File: src/rtl/mem_access_ctrl_pkg.sv
// -----------------------------------------------------------------------------
// mem_access_pkg
// Shared definitions for the MEM-stage data-memory access controller:
//   - state_e              : controller FSM states (IDLE/REQ/WAIT/DONE)
//   - MEM_ERR_DATA         : value presented on memoryOut after a timeout abort
//   - MEM_WR_DATA          : value presented on memoryOut after a store or a
//                            misaligned access
//   - MEM_TIMEOUT_DEFAULT  : default maximum number of WAIT cycles
//   - MEM_CNT_W            : width of the saturating timeout counter
// -----------------------------------------------------------------------------
package mem_access_pkg;

  typedef enum logic [1:0] {
    IDLE = 2'd0,
    REQ  = 2'd1,
    WAIT = 2'd2,
    DONE = 2'd3
  } state_e;

  localparam logic [15:0] MEM_ERR_DATA        = 16'hFFFF;
  localparam logic [15:0] MEM_WR_DATA         = 16'h0000;
  localparam int unsigned MEM_TIMEOUT_DEFAULT = 15;
  localparam int unsigned MEM_CNT_W           = 8;

endpackage : mem_access_pkg

File: src/rtl/mem_access_ctrl_if.sv
// -----------------------------------------------------------------------------
// mem_access_ctrl_if
// Bus between the access controller and the multi-cycle data memory.
//   dmem_addr  [15:0]  controller -> memory  registered access address
//   dmem_wdata [15:0]  controller -> memory  registered store data
//   dmem_rd            controller -> memory  one-cycle read strobe
//   dmem_wr            controller -> memory  one-cycle write strobe
//   dmem_rdata [15:0]  memory -> controller  read data, valid with dmem_done
//   dmem_done          memory -> controller  one-cycle completion pulse
// Modports: master (controller side), slave (memory side).
// -----------------------------------------------------------------------------
interface mem_access_ctrl_if;

  logic [15:0] dmem_addr;
  logic [15:0] dmem_wdata;
  logic        dmem_rd;
  logic        dmem_wr;
  logic [15:0] dmem_rdata;
  logic        dmem_done;

  modport master (
    output dmem_addr,
    output dmem_wdata,
    output dmem_rd,
    output dmem_wr,
    input  dmem_rdata,
    input  dmem_done
  );

  modport slave (
    input  dmem_addr,
    input  dmem_wdata,
    input  dmem_rd,
    input  dmem_wr,
    output dmem_rdata,
    output dmem_done
  );

endinterface : mem_access_ctrl_if

File: src/rtl/mem_access_ctrl_timeout_ctr.sv
// -----------------------------------------------------------------------------
// mem_timeout_ctr
// 8-bit saturating clear/increment counter that bounds the time the access
// controller spends waiting for the data memory.
//   clk        in   clock
//   rst_n      in   asynchronous active-low reset
//   clr_i      in   synchronous clear (has priority over inc_i)
//   inc_i      in   increment by one, saturating at 8'hFF
//   cnt_o      out  current count
//   expired_o  out  high when the count after this cycle reaches TIMEOUT
// Parameter TIMEOUT: number of counted cycles before expiry (1..255).
// -----------------------------------------------------------------------------
module mem_timeout_ctr
  import mem_access_pkg::*;
#(
  parameter int unsigned TIMEOUT = MEM_TIMEOUT_DEFAULT
) (
  input  logic                 clk,
  input  logic                 rst_n,
  input  logic                 clr_i,
  input  logic                 inc_i,
  output logic [MEM_CNT_W-1:0] cnt_o,
  output logic                 expired_o
);

  localparam logic [MEM_CNT_W:0] LIMIT = (MEM_CNT_W+1)'(TIMEOUT);

  logic [MEM_CNT_W-1:0] cnt_q;
  logic [MEM_CNT_W-1:0] cnt_d;

  always_comb begin
    cnt_d = cnt_q;
    if (clr_i) begin
      cnt_d = '0;
    end else if (inc_i && (cnt_q != {MEM_CNT_W{1'b1}})) begin
      cnt_d = cnt_q + 1'b1;
    end
  end

  always_ff @(posedge clk or negedge rst_n) begin
    if (!rst_n) begin
      cnt_q <= '0;
    end else begin
      cnt_q <= cnt_d;
    end
  end

  // The count is cleared on entry to WAIT, so the current WAIT cycle is
  // number cnt_q+1; expiry fires in the TIMEOUT-th WAIT cycle.
  assign expired_o = ({1'b0, cnt_q} + 1'b1) >= LIMIT;
  assign cnt_o     = cnt_q;

endmodule : mem_timeout_ctr

File: src/rtl/mem_access_ctrl.sv
// -----------------------------------------------------------------------------
// mem_access_ctrl
// MEM-stage data-memory access controller. Turns a decoded load/store into a
// single strobe to a multi-cycle memory, stalls the pipeline until the memory
// responds (or a timeout aborts the access), then presents the result.
//   clk           in   clock, all state on the rising edge
//   rst           in   asynchronous active-low reset
//   addr [15:0]   in   effective address from EX/MEM
//   wdata[15:0]   in   store data
//   memRead       in   load present in MEM
//   memWrite      in   store present in MEM (wins when both are set)
//   halt          in   blocks new accesses; does not cancel one in flight
//   dmem          --   mem_access_ctrl_if.master, memory request/response bus
//   memoryOut[15:0] out load result / 16'h0000 on store / 16'hFFFF on timeout
//   dataMemStall  out  combinational pipeline stall
//   err           out  one-cycle pulse in DONE when the access was aborted
// Parameter TIMEOUT (1..255): maximum WAIT cycles before abort.
// Build option MEM_ACCESS_ALIGN_CHECK_EN: when defined, odd addresses are
// rejected without touching the memory (err=1, memoryOut=16'h0000).
// -----------------------------------------------------------------------------
module mem_access_ctrl
  import mem_access_pkg::*;
#(
  parameter int unsigned TIMEOUT = MEM_TIMEOUT_DEFAULT
) (
  input  logic               clk,
  input  logic               rst,
  input  logic [15:0]        addr,
  input  logic [15:0]        wdata,
  input  logic               memRead,
  input  logic               memWrite,
  input  logic               halt,
  mem_access_ctrl_if.master  dmem,
  output logic [15:0]        memoryOut,
  output logic               dataMemStall,
  output logic               err
);

  state_e      state_q, state_d;
  logic [15:0] addr_q, addr_d;
  logic [15:0] wdata_q, wdata_d;
  logic        rd_q, rd_d;
  logic        wr_q, wr_d;
  logic        op_wr_q, op_wr_d;     // access in flight is a store
  logic [15:0] out_q, out_d;
  logic        err_q, err_d;

  logic        acc;
  logic        misalign;
  logic        cnt_clr;
  logic        cnt_inc;
  logic        cnt_expired;
  logic [MEM_CNT_W-1:0] cnt_unused;

  assign acc = (memRead | memWrite) & ~halt;

`ifdef MEM_ACCESS_ALIGN_CHECK_EN
  assign misalign = addr[0];
`else
  assign misalign = 1'b0;
`endif

  mem_timeout_ctr #(
    .TIMEOUT (TIMEOUT)
  ) u_timeout_ctr (
    .clk       (clk),
    .rst_n     (rst),
    .clr_i     (cnt_clr),
    .inc_i     (cnt_inc),
    .cnt_o     (cnt_unused),
    .expired_o (cnt_expired)
  );

  // NOTE: every signal driven here gets a default before the case statement,
  // so no path leaves it unassigned and no latch is inferred.
  always_comb begin
    state_d = state_q;
    addr_d  = addr_q;
    wdata_d = wdata_q;
    rd_d    = 1'b0;
    wr_d    = 1'b0;
    op_wr_d = op_wr_q;
    out_d   = out_q;
    err_d   = 1'b0;
    cnt_clr = 1'b0;
    cnt_inc = 1'b0;

    unique case (state_q)
      IDLE: begin
        if (acc) begin
          if (misalign) begin
            // Rejected without a memory cycle: one stall cycle, then DONE.
            state_d = DONE;
            err_d   = 1'b1;
            out_d   = MEM_WR_DATA;
          end else begin
            state_d = REQ;
            addr_d  = addr;
            wdata_d = wdata;
            op_wr_d = memWrite;
            rd_d    = ~memWrite;
            wr_d    = memWrite;
          end
        end
      end

      REQ: begin
        if (dmem.dmem_done) begin
          state_d = DONE;
          out_d   = op_wr_q ? MEM_WR_DATA : dmem.dmem_rdata;
        end else begin
          state_d = WAIT;
          cnt_clr = 1'b1;
        end
      end

      WAIT: begin
        cnt_inc = 1'b1;
        // A response in the last allowed cycle still completes normally.
        if (dmem.dmem_done) begin
          state_d = DONE;
          out_d   = op_wr_q ? MEM_WR_DATA : dmem.dmem_rdata;
        end else if (cnt_expired) begin
          state_d = DONE;
          err_d   = 1'b1;
          out_d   = MEM_ERR_DATA;
        end
      end

      DONE: begin
        state_d = IDLE;
      end

      default: begin
        state_d = IDLE;
      end
    endcase
  end

  // NOTE: sequential state uses non-blocking assignments so all registers
  // update together from values sampled before the edge.
  // NOTE: every register here, including the data holding registers, is put
  // in a known state by reset so an abandoned request leaves nothing stale.
  always_ff @(posedge clk or negedge rst) begin
    if (!rst) begin
      state_q <= IDLE;
      addr_q  <= '0;
      wdata_q <= '0;
      rd_q    <= 1'b0;
      wr_q    <= 1'b0;
      op_wr_q <= 1'b0;
      out_q   <= '0;
      err_q   <= 1'b0;
    end else begin
      state_q <= state_d;
      addr_q  <= addr_d;
      wdata_q <= wdata_d;
      rd_q    <= rd_d;
      wr_q    <= wr_d;
      op_wr_q <= op_wr_d;
      out_q   <= out_d;
      err_q   <= err_d;
    end
  end

  // Stall is combinational so a new access freezes the pipeline in the very
  // cycle it appears; DONE is the only cycle in which the pipeline advances.
  assign dataMemStall = ((state_q == IDLE) & acc) |
                        (state_q == REQ) | (state_q == WAIT);

  assign dmem.dmem_addr  = addr_q;
  assign dmem.dmem_wdata = wdata_q;
  assign dmem.dmem_rd    = rd_q;
  assign dmem.dmem_wr    = wr_q;
  assign memoryOut       = out_q;
  assign err             = err_q;

endmodule : mem_access_ctrl

File: src/flat_wrapper.sv
// flat-port wrapper written by rule: the top's interface ports become plain ports
module mem_access_ctrl_flat import mem_access_pkg::*;
#(
  parameter int unsigned TIMEOUT = MEM_TIMEOUT_DEFAULT
)
  (clk, rst, addr, wdata, memRead, memWrite, halt, memoryOut, dataMemStall, err, dmem_dmem_addr, dmem_dmem_wdata, dmem_dmem_rd, dmem_dmem_wr, dmem_dmem_rdata, dmem_dmem_done);
  mem_access_ctrl_if dmem_i ();
  input  logic clk;
  input  logic rst;
  input  logic [15:0] addr;
  input  logic [15:0] wdata;
  input  logic memRead;
  input  logic memWrite;
  input  logic halt;
  output logic [15:0] memoryOut;
  output logic dataMemStall;
  output logic err;
  output wire logic [$bits(dmem_i.dmem_addr)-1:0] dmem_dmem_addr;
  output wire logic [$bits(dmem_i.dmem_wdata)-1:0] dmem_dmem_wdata;
  output wire logic [$bits(dmem_i.dmem_rd)-1:0] dmem_dmem_rd;
  output wire logic [$bits(dmem_i.dmem_wr)-1:0] dmem_dmem_wr;
  input wire logic [$bits(dmem_i.dmem_rdata)-1:0] dmem_dmem_rdata;
  input wire logic [$bits(dmem_i.dmem_done)-1:0] dmem_dmem_done;
  assign dmem_dmem_addr = dmem_i.dmem_addr;
  assign dmem_dmem_wdata = dmem_i.dmem_wdata;
  assign dmem_dmem_rd = dmem_i.dmem_rd;
  assign dmem_dmem_wr = dmem_i.dmem_wr;
  assign dmem_i.dmem_rdata = dmem_dmem_rdata;
  assign dmem_i.dmem_done = dmem_dmem_done;
  mem_access_ctrl #(.TIMEOUT(TIMEOUT)) u_core (.clk(clk), .rst(rst), .addr(addr), .wdata(wdata), .memRead(memRead), .memWrite(memWrite), .halt(halt), .dmem(dmem_i), .memoryOut(memoryOut), .dataMemStall(dataMemStall), .err(err));
endmodule
File: config.mk
export PLATFORM = sky130hd
export DESIGN_NAME = mem_access_ctrl_flat
export DESIGN_NICKNAME = d
export VERILOG_FILES = /design/src/rtl/mem_access_ctrl_pkg.sv /design/src/rtl/mem_access_ctrl_if.sv /design/src/rtl/mem_access_ctrl_timeout_ctr.sv /design/src/rtl/mem_access_ctrl.sv /design/src/flat_wrapper.sv
export SDC_FILE = /design/constraint.sdc
export NUM_CORES = 1
export LEC_CHECK = 0
export CORE_MARGIN = 2
export CORE_UTILIZATION = 47
export CTS_BUF_LIST = sky130_fd_sc_hd__clkbuf_4 sky130_fd_sc_hd__clkbuf_8 sky130_fd_sc_hd__clkbuf_16
export DETAILED_ROUTE_END_ITERATION = 8
export GPL_TIMING_DRIVEN = 0
export PLACE_DENSITY = 0.87
export SKIP_LAST_GASP = 1
export SLEW_MARGIN = 20
export SYNTH_ARGS = -nofsm -noshare
export SYNTH_HDL_FRONTEND = slang
export SYNTH_SLANG_ARGS = --single-unit
File: constraint.sdc
create_clock -name clk -period 3.4 [get_ports clk]
set_input_delay 1.02 -clock clk [delete_from_list [all_inputs] [get_ports clk]]
set_output_delay 1.02 -clock clk [all_outputs]
set_load 0.01 [all_outputs]
Where the registers sit:
(3 px per um) Other sequential cells in the stronger gray, the rest of the logic in the fainter gray.
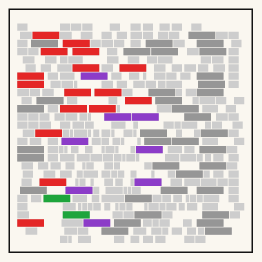
Red marks `u_core.dmem.dmem_addr`, sequential cells 16. Purple marks `u_core.u_timeout_ctr.cnt_o`, sequential cells 8. Green marks `u_core.state_q`, sequential cells 2.
Another 36 sequential cells are not colored.
Final Util: 73.8%
fraction of standard cell area that is sequential: 37.7%
Sequential cell area: 1550 sq um
Seq. pwr: 0.00127 W

==> metrics.log <==
[flow] collecting metrics
[metrics] deepest clock path buffer count: 2
[metrics] share of synthesized registers carrying an async set or reset: 100%
[metrics] effective utilization at floorplan: 49.4%
[metrics] total routing usage reported by global routing: 20.3%
[metrics] yosys stat area: 2750 sq um
[metrics] Primary FF master, synth: sky130_fd_sc_hd__dfrtp_1
[metrics] number of cells in Yosys stat: 205
[metrics] placed cell count: 383
[metrics] Int Power: between 0.002 and 0.0025 W
[metrics] leading cell types in the layout, fill and taps excluded: 102 x sky130_fd_sc_hd__clkdlybuf4s50_1, 62 x sky130_fd_sc_hd__dfrtp_1, 32 x sky130_fd_sc_hd__mux2_2, 16 x sky130_fd_sc_hd__nand2b_1
[metrics] portion of netlist area occupied by mux cells: 13.9%
[metrics] flip-flop and latch count after synthesis: slightly above 60
[metrics] most heavily used metal layer in global routing: met2
[metrics] startpoint of the most critical register-to-register path: u_core.u_timeout_ctr.cnt_o[0]
[metrics] met2 capacity usage during global routing: between 30 and 40%
[metrics] unrepaired setup endpoints after global routing: no
[metrics] cell-by-cell trace of the critical path: clkdlybuf4s50_1 -> nor2_1 -> nor2_2 -> nand2_4 -> nand2_1 -> dlymetal6s2s_1
[metrics] Layout Area Growth over Synthesis: 49.4%
[metrics] Clk power: ~0.00058 W
[metrics] top power consumer group: combinational cells
[metrics] CTS tree: done
[metrics] leftover overflow at the end of global routing: 0
[metrics] area of the multi-input gates: 1140 sq um
[metrics] Final Instance Area: 4110 sq um
[metrics] met3 layer wire length in the routed design: 418 um
[metrics] antenna violation net count after detailed routing: 0
[metrics] width of the chip: 80.5 um
[metrics] slack of the worst reg-to-reg path: 1.18 ns
[metrics] compound-gate portion of the synthesized area: 11.8%
[metrics] status: completed
[metrics] Worst Setup SP: memRead
[metrics] uppermost routed layer: met4
[metrics] n_diodes: 0
[metrics] share of the cycle needed by the critical path after routing: 87.3%
[metrics] number of synthesis warnings: 0
[metrics] sum of negative setup slack: 0 ns
[metrics] total power per unit cell area: 880 nW/um^2
[metrics] y dimension of the die: 80.5 um
[metrics] max-cap check violation count: 0
[metrics] largest contributor to cell area by class: registers
[metrics] Critical Path RT: 2.38 ns
[metrics] syn nets: about 260
[metrics] total number of sequential cells: 62
[metrics] largest fanout on the critical path: 2
[metrics] DRT met1 WL: roughly 2400 um
[metrics] fill cell count: 377
[metrics] clock tree skew after final layout: ~0.0074 ns
[metrics] CP Data Arrival Time: just under 2 ns
[metrics] Non-CTS inverters: 4
Selected gate families:
(3 px per um)
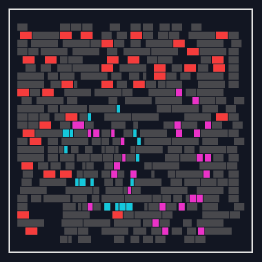
Cyan marks NOR gates, cells 16, most used nor2_1. Red marks multiplexers, cells 34, most used mux2_2. Magenta marks NAND gates, cells 27, most used nand2b_1.
Top cell excl fill/tap: sky130_fd_sc_hd__clkdlybuf4s50_1
post-route non-filler standard cell count: 399
multi-input gate share of total cell area: 27.8%

## flip-flops by register name (all words and copies together), names as in the netlist
name                        count
u_core.dmem.dmem_wr             1
u_core.memoryOut               16
u_core.dmem.dmem_wdata         16
u_core.dmem.dmem_addr          16
u_core.op_wr_q                  1
u_core.u_timeout_ctr.cnt_o      8
u_core.err                      1
u_core.state_q                  2
u_core.dmem.dmem_rd             1
## worst min-delay path by stage
stage / endpoint / slack (ns) / cells after the start
floorplan: u_core.state_q[1] / 0.48 / 1
global placement: u_core.dmem.dmem_wdata[5] / 0.49 / 1
detailed placement: u_core.dmem.dmem_wdata[5] / 0.49 / 1
CTS: u_core.dmem.dmem_wdata[10] / 0.51 / 1
global route: u_core.dmem.dmem_wdata[10] / 0.52 / 1
finish: u_core.dmem.dmem_wdata[2] / 0.50 / 1
Power and IR drop assume default switching activity.
